==> src/rtl/cs_stream_ctrl.sv <==
// Valid/ready sequencer around a windowed CS core: warm-up suppression, credit backpressure, result FIFO.
// Define CS_CTRL_STATS_EN to add the frame_cnt / drop_cnt statistics ports.
module cs_stream_ctrl #(
  parameter int unsigned CS_LAT     = 2,
  parameter int unsigned FIFO_DEPTH = 4,
  parameter int unsigned WIN        = 9
) (
  input  logic        clk,
  input  logic        reset,
  input  logic        in_valid,
  output logic        in_ready,
  input  logic [7:0]  in_data,
  input  logic        in_last,
  output logic        out_valid,
  input  logic        out_ready,
  output logic [9:0]  out_data,
  output logic [7:0]  cs_x,
  output logic        cs_en,
  output logic        cs_clr,
  input  logic [9:0]  cs_y,
  output logic        err_short
`ifdef CS_CTRL_STATS_EN
  ,
  output logic [15:0] frame_cnt,
  output logic [15:0] drop_cnt
`endif
);

  localparam int unsigned X_W    = 8;
  localparam int unsigned Y_W    = 10;
  localparam int unsigned PTR_W  = (FIFO_DEPTH > 1) ? $clog2(FIFO_DEPTH) : 1;
  localparam int unsigned CNT_W  = $clog2(FIFO_DEPTH + 1);
  localparam int unsigned INF_W  = $clog2(CS_LAT + 2);
  localparam int unsigned SUM_W  = $clog2(FIFO_DEPTH + CS_LAT + 2) + 1;
  localparam int unsigned FILL_W = $clog2(WIN);

  typedef enum logic [1:0] {
    ST_FILL  = 2'd0,
    ST_RUN   = 2'd1,
    ST_FLUSH = 2'd2
  } state_t;

  state_t              state, state_d;
  logic [FILL_W-1:0]   fill_cnt, fill_d;
  logic                clr_d, short_d;

  // Tag line: stage 0 is aligned with cs_en, stage CS_LAT with the matching cs_y.
  logic [CS_LAT:0]     line_v, line_k;
  logic [INF_W-1:0]    inflight;
  logic                line_busy;

  logic [Y_W-1:0]      mem [FIFO_DEPTH];
  logic [PTR_W-1:0]    wr_ptr, rd_ptr;
  logic [CNT_W-1:0]    fifo_cnt;

  logic                credit_ok, accept, keep, push, pop;

  function automatic logic [PTR_W-1:0] ptr_inc(input logic [PTR_W-1:0] p);
    return (p == PTR_W'(FIFO_DEPTH - 1)) ? '0 : p + PTR_W'(1);
  endfunction

  // Keep-tags still travelling towards the FIFO hold a reserved slot.
  always_comb begin
    inflight = '0;
    for (int i = 0; i <= int'(CS_LAT); i++) begin
      inflight = inflight + INF_W'(line_v[i] & line_k[i]);
    end
  end

  assign line_busy = |line_v;
  assign credit_ok = (SUM_W'(fifo_cnt) + SUM_W'(inflight)) < SUM_W'(FIFO_DEPTH);
  assign in_ready  = (state != ST_FLUSH) && credit_ok && !cs_clr;
  assign accept    = in_valid && in_ready;
  assign keep      = (state == ST_RUN);
  assign push      = line_v[CS_LAT] && line_k[CS_LAT];
  assign out_valid = (fifo_cnt != '0);
  assign out_data  = mem[rd_ptr];
  assign pop       = out_valid && out_ready;
  assign cs_en     = line_v[0];

  // Next-state and registered-pulse decode.
  always_comb begin
    state_d = state;
    fill_d  = fill_cnt;
    clr_d   = 1'b0;
    short_d = 1'b0;
    unique case (state)
      ST_FILL: begin
        if (accept) begin
          fill_d = fill_cnt + FILL_W'(1);
          if (in_last) begin
            state_d = ST_FLUSH;
            short_d = 1'b1;
          end else if (fill_cnt == FILL_W'(WIN - 2)) begin
            state_d = ST_RUN;
          end
        end
      end
      ST_RUN: begin
        if (accept && in_last) state_d = ST_FLUSH;
      end
      ST_FLUSH: begin
        if (!line_busy) begin
          state_d = ST_FILL;
          fill_d  = '0;
          clr_d   = 1'b1;
        end
      end
      default: state_d = ST_FILL;
    endcase
  end

  always_ff @(posedge clk) begin
    if (reset) begin
      state     <= ST_FILL;
      fill_cnt  <= '0;
      cs_clr    <= 1'b1;
      err_short <= 1'b0;
      cs_x      <= '0;
      line_v    <= '0;
      line_k    <= '0;
    end else begin
      state     <= state_d;
      fill_cnt  <= fill_d;
      cs_clr    <= clr_d;
      err_short <= short_d;
      if (accept) cs_x <= in_data;
      line_v    <= {line_v[CS_LAT-1:0], accept};
      line_k    <= {line_k[CS_LAT-1:0], accept & keep};
    end
  end

  // Result FIFO; credits guarantee a push never meets a full FIFO without a pop.
  always_ff @(posedge clk) begin
    if (reset) begin
      wr_ptr   <= '0;
      rd_ptr   <= '0;
      fifo_cnt <= '0;
    end else begin
      if (push) wr_ptr <= ptr_inc(wr_ptr);
      if (pop)  rd_ptr <= ptr_inc(rd_ptr);
      unique case ({push, pop})
        2'b10:   fifo_cnt <= fifo_cnt + CNT_W'(1);
        2'b01:   fifo_cnt <= fifo_cnt - CNT_W'(1);
        default: fifo_cnt <= fifo_cnt;
      endcase
    end
  end

  always_ff @(posedge clk) begin
    if (push) mem[wr_ptr] <= cs_y;
  end

`ifdef CS_CTRL_STATS_EN
  // Saturating frame and short-frame counters.
  always_ff @(posedge clk) begin
    if (reset) begin
      frame_cnt <= '0;
      drop_cnt  <= '0;
    end else begin
      if (clr_d && (frame_cnt != 16'hFFFF))  frame_cnt <= frame_cnt + 16'd1;
      if (short_d && (drop_cnt != 16'hFFFF)) drop_cnt  <= drop_cnt + 16'd1;
    end
  end
`endif

  logic unused_x_w;
  assign unused_x_w = (X_W == 8) ? 1'b0 : 1'b1;

endmodule

==> config.mk <==
export PLATFORM = sky130hd
export DESIGN_NAME = cs_stream_ctrl
export DESIGN_NICKNAME = d
export VERILOG_FILES = /design/src/rtl/cs_stream_ctrl.sv
export SDC_FILE = /design/constraint.sdc
export NUM_CORES = 1
export LEC_CHECK = 0
export CORE_AREA = 2 2 98 90
export DETAILED_ROUTE_END_ITERATION = 10
export DIE_AREA = 0 0 100 92
export GPL_ROUTABILITY_DRIVEN = 0
export MAX_ROUTING_LAYER = met4
export PLACE_DENSITY_LB_ADDON = 0.25
export SYNTH_ARGS = -nofsm -noshare
export SYNTH_HDL_FRONTEND = slang
export SYNTH_SLANG_ARGS = --single-unit
==> constraint.sdc <==
create_clock -name clk -period 3.3 [get_ports clk]
set_clock_uncertainty 0.2 [all_clocks]
set_input_delay 0.495 -clock clk [delete_from_list [all_inputs] [get_ports clk]]
set_output_delay 0.495 -clock clk [all_outputs]
set_load 0.01 [all_outputs]
Fig. 1: metal 1
Supply wires on this layer in grey.
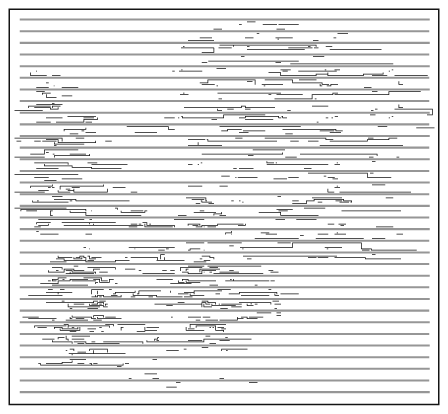
wire length on this layer: 2,210 um
share of all routed wire: 47%
main direction: horizontal
longest straight run: 23.9 um

Fig. 2: clock wiring as the flow saved it
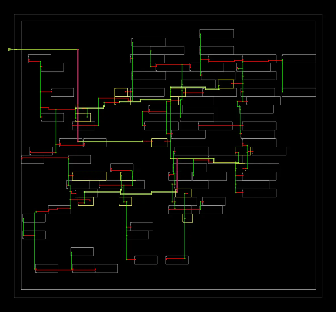
CLK BUF: 9
CTS sink count: 71
P_clk: 0.718 mW
clk_lat worst skew: 340 ps

Fig. 3: signal wires on met2
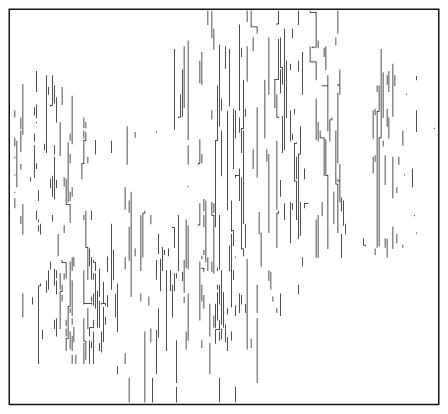
longest straight run: 31.8 um
nets with wire on the layer: 240
main direction: vertical
share of all routed wire: 46%

Fig. 4: selected gate families
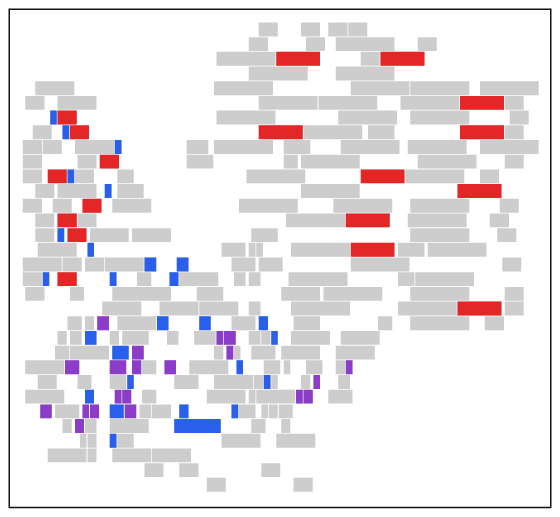
legend:
  purple:
    family: nand cells
    cells: 20
  red:
    family: mux cells
    cells: 18
  blue:
    family: nor cells
    cells: 27

==> flow_summary.toml <==
# yosys + openroad results
[finish]
area_growth_pct = 28.11
fin_nets = 279
final_area_sq_um = 3570
antennaDiodeCount = 0
layout-drive-gt1-share_pct = 13.94

[final_timing]
relSlewSlack_pct = 63.97
finalSetupTns_ps = 0
slew_violations = 0
fmax_mhz = 319.5
fin_crit_ps = 3130
rsz0062_at_grt = "false"
setup_viol = 0
setup_ws_ps = 170.0
tightestPinTransition_ps = 540.5
hold_viol = 0
min_period_over_period_pct = 94.85

[critical_path]
startpoint_type = "flip-flop"
rr_worst_depth = 8
cp_slowest_cell = "clkdlybuf4s50_1"
endpoint_kind = "output pin"
critical_path.cell_chain = "nand2_2 > inv_1 > fa_1 > ha_1 > nand4_1 > and3_1 > clkdlybuf4s50_1"
arrival_ps = 2430
critical_path.max_stage_delay_ps = 530
crit_required_ps = 2600
critPathMaxFanout = 6
critPathKind = "reg -> out"

[synth]
yosysMostFrequentCell = "edfxtp_1"
yosys_warnings = 0
ys_cells = 191
synth_area_leader_cell = "edfxtp_1"
ys_seq_share_pct = 65.38
syn-num-nets = 224
numSynthFlops = 71
synth_area_sq_um = 2786
synth_cells = 191
synth_cell_types = 35
yosys_area_sq_um = 2786
synth-async-reset-ratio_pct = 0
area_leaders = "edfxtp_1 43%, dfxtp_1 22%, mux4_2 8.1%"
top_area_share_pct = 43.11
syn_avg_cell_area_sq_um = 14.59
ys_top_cells_by_count = "40 x edfxtp_1, 31 x dfxtp_1, 15 x nor2_1, 10 x mux4_2, 9 x a21oi_1"
synth-main-ff-cell = "edfxtp_1"
edf_count = 40

[job]
maxCapViolCount = 0
warning_count = 29

[power_and_ir_drop]
p_total_mw = 1.751
p_seq_share_pct = 54.1
pwr-share-comb_pct = 4.9
p_sw_mw = 0.3933
p_leak_nw = 1.284
p_sw_share_pct = 22.46
clockPowerShare_pct = 41.0
pwr_density_cell_nw_per_um2 = 490.4
p_int_mw = 1.357
peakVddDrop_mv = 0.2652

[clock_tree]
cts_root_buf = "clkbuf_8"
cts_hold_buf = 0
cts.htree.levels = 3
cts-buffers-inserted = 9
cts_tree = "done"
clockBufferDepth = 2
clkTransAtPathRegs_ps = 90

[hold_path]
hp-class = "reg -> reg"
hold_depth = 1

[detailed_routing]
num_vias = 1643
wirelength_um = 4700
first_iter_violations = 66
antenna_left = 0
wl_per_cell_um = 13.31
viasPerCell = 4.654
drc = 0
drt_first_pass_iters = 4

[die]
rows = 32
die_width_um = 100
ios = 46
die_h_um = 92
die_area_sq_um = 9200
fp_util_pct = 33.46
core_sq_um = 8328

[global_routing]
antenna_found_initial = 0
grtUsageTotal_pct = 11.56
overflow = 0
grt_pass1_vias = 1655
grt_max_degree = 20
grt_pass1_wl_um = 7748

[place]
pre_cts_ws_ps = 433.7
placed_cell_area_sq_um = 3342
port_buffers = 45
dp_hpwl_um = 3202

[run_status]
status = "complete, no violations"
[metrics by stage]
stage	util, %	hold slack, ps	instances
floorplan	-	229.1	191
global placement	40.13	240.5	335
detailed placement	40.13	245.5	335
CTS	42.65	276.3	351
global route	42.86	305.5	353
finish	42.86	269.0	353
[layout make-up]
class                           count  area (sq um)
Clock buffer                        9         123.9
Clock inverter                      7         86.33
Fill cell                         782          4758
Inverter                            8         30.03
Multi-Input combinational cell    106         892.1
Sequential cell                    71          1822
Tap cell                          102         127.6
Timing Repair Buffer               50         488.0
[per-layer routing]
metal  GRT usage (%)  vias up  routed length [um]
li1                -      813                   -
met1           14.11      783                2206
met2           17.45       43                2170
met3           4.878        4                 283
met4           3.767        0                  40
met5               -        -                   0
[cells in the final DEF (no fill, tap or decap), types with 2 or more instances in the layout]
cell type | Yosys | routed
clkdlybuf4s50_1 | 0 | 45
edfxtp_1 | 40 | 40
dfxtp_1 | 31 | 31
nor2_1 | 15 | 15
mux4_2 | 10 | 10
a21oi_1 | 9 | 9
clkbuf_8 | 2 | 9
inv_1 | 8 | 8
mux2i_1 | 8 | 8
ha_1 | 8 | 8
nand2_1 | 8 | 7
and3_1 | 5 | 5
nand3_1 | 5 | 5
nor2b_1 | 5 | 5
buf_4 | 0 | 5
nor3_1 | 4 | 4
o21ai_0 | 4 | 4
nand2b_1 | 3 | 3
xor2_1 | 3 | 3
or3_2 | 2 | 2
nand4_1 | 2 | 2
or3_1 | 2 | 2
fa_1 | 2 | 2
inv_8 | 0 | 2
inv_6 | 0 | 2
[critical path, delay by kind of cell (launching register included)]
kind | cells | cell delay [ps]
flip-flops | 1 | 360
adder cells (fa/ha/maj) | 2 | 660
buffers and inverters | 2 | 610
AND/OR/NAND/NOR | 3 | 470
[repair_timing]
item                                    CTS  global route
endpoints found under the setup margin    0             1
resized                                   0             1
setup buffers                             0             2
[final timing paths]
check | start | end | slack, ps
hold reg to reg | line_k[0] | line_k[1] | 270
setup / recovery | line_v[2] | in_ready | 170
setup reg to reg | line_v[2] | fill_cnt[0] | 720
hold / removal | line_k[0] | line_k[1] | 270
[state kept, by name, indices dropped and copies added (netlist names), named ones only]
register   cells
wr_ptr         2
line_v         3
err_short      1
fill_cnt       4
cs_x           8
cs_clr         1
line_k         3
fifo_cnt       3
state          2
mem           40
rd_ptr         2
[logic make-up after synthesis]
group / count (synthesis) / synth area share (%)
flops: 71 / 65.38
simple gates: 59 / 11.85
mux: 18 / 10.96
compound gates: 16 / 3.143
buf+inv: 14 / 2.694
fa+ha+maj: 10 / 5.029
xor+xnor: 3 / 0.9431
[power groups by stage]
stage / clock (mW) / sequential (mW) / combinational, mW
after floorplan: 0 / 0.971 / 0.0314
after global placement: 0 / 0.968 / 0.0861
after detailed placement: 0 / 0.968 / 0.0863
after CTS: 0.744 / 0.948 / 0.0867
after global routing: 0.775 / 0.949 / 0.0944
final: 0.718 / 0.948 / 0.0853
Power is estimated from default activity; no workload was simulated.
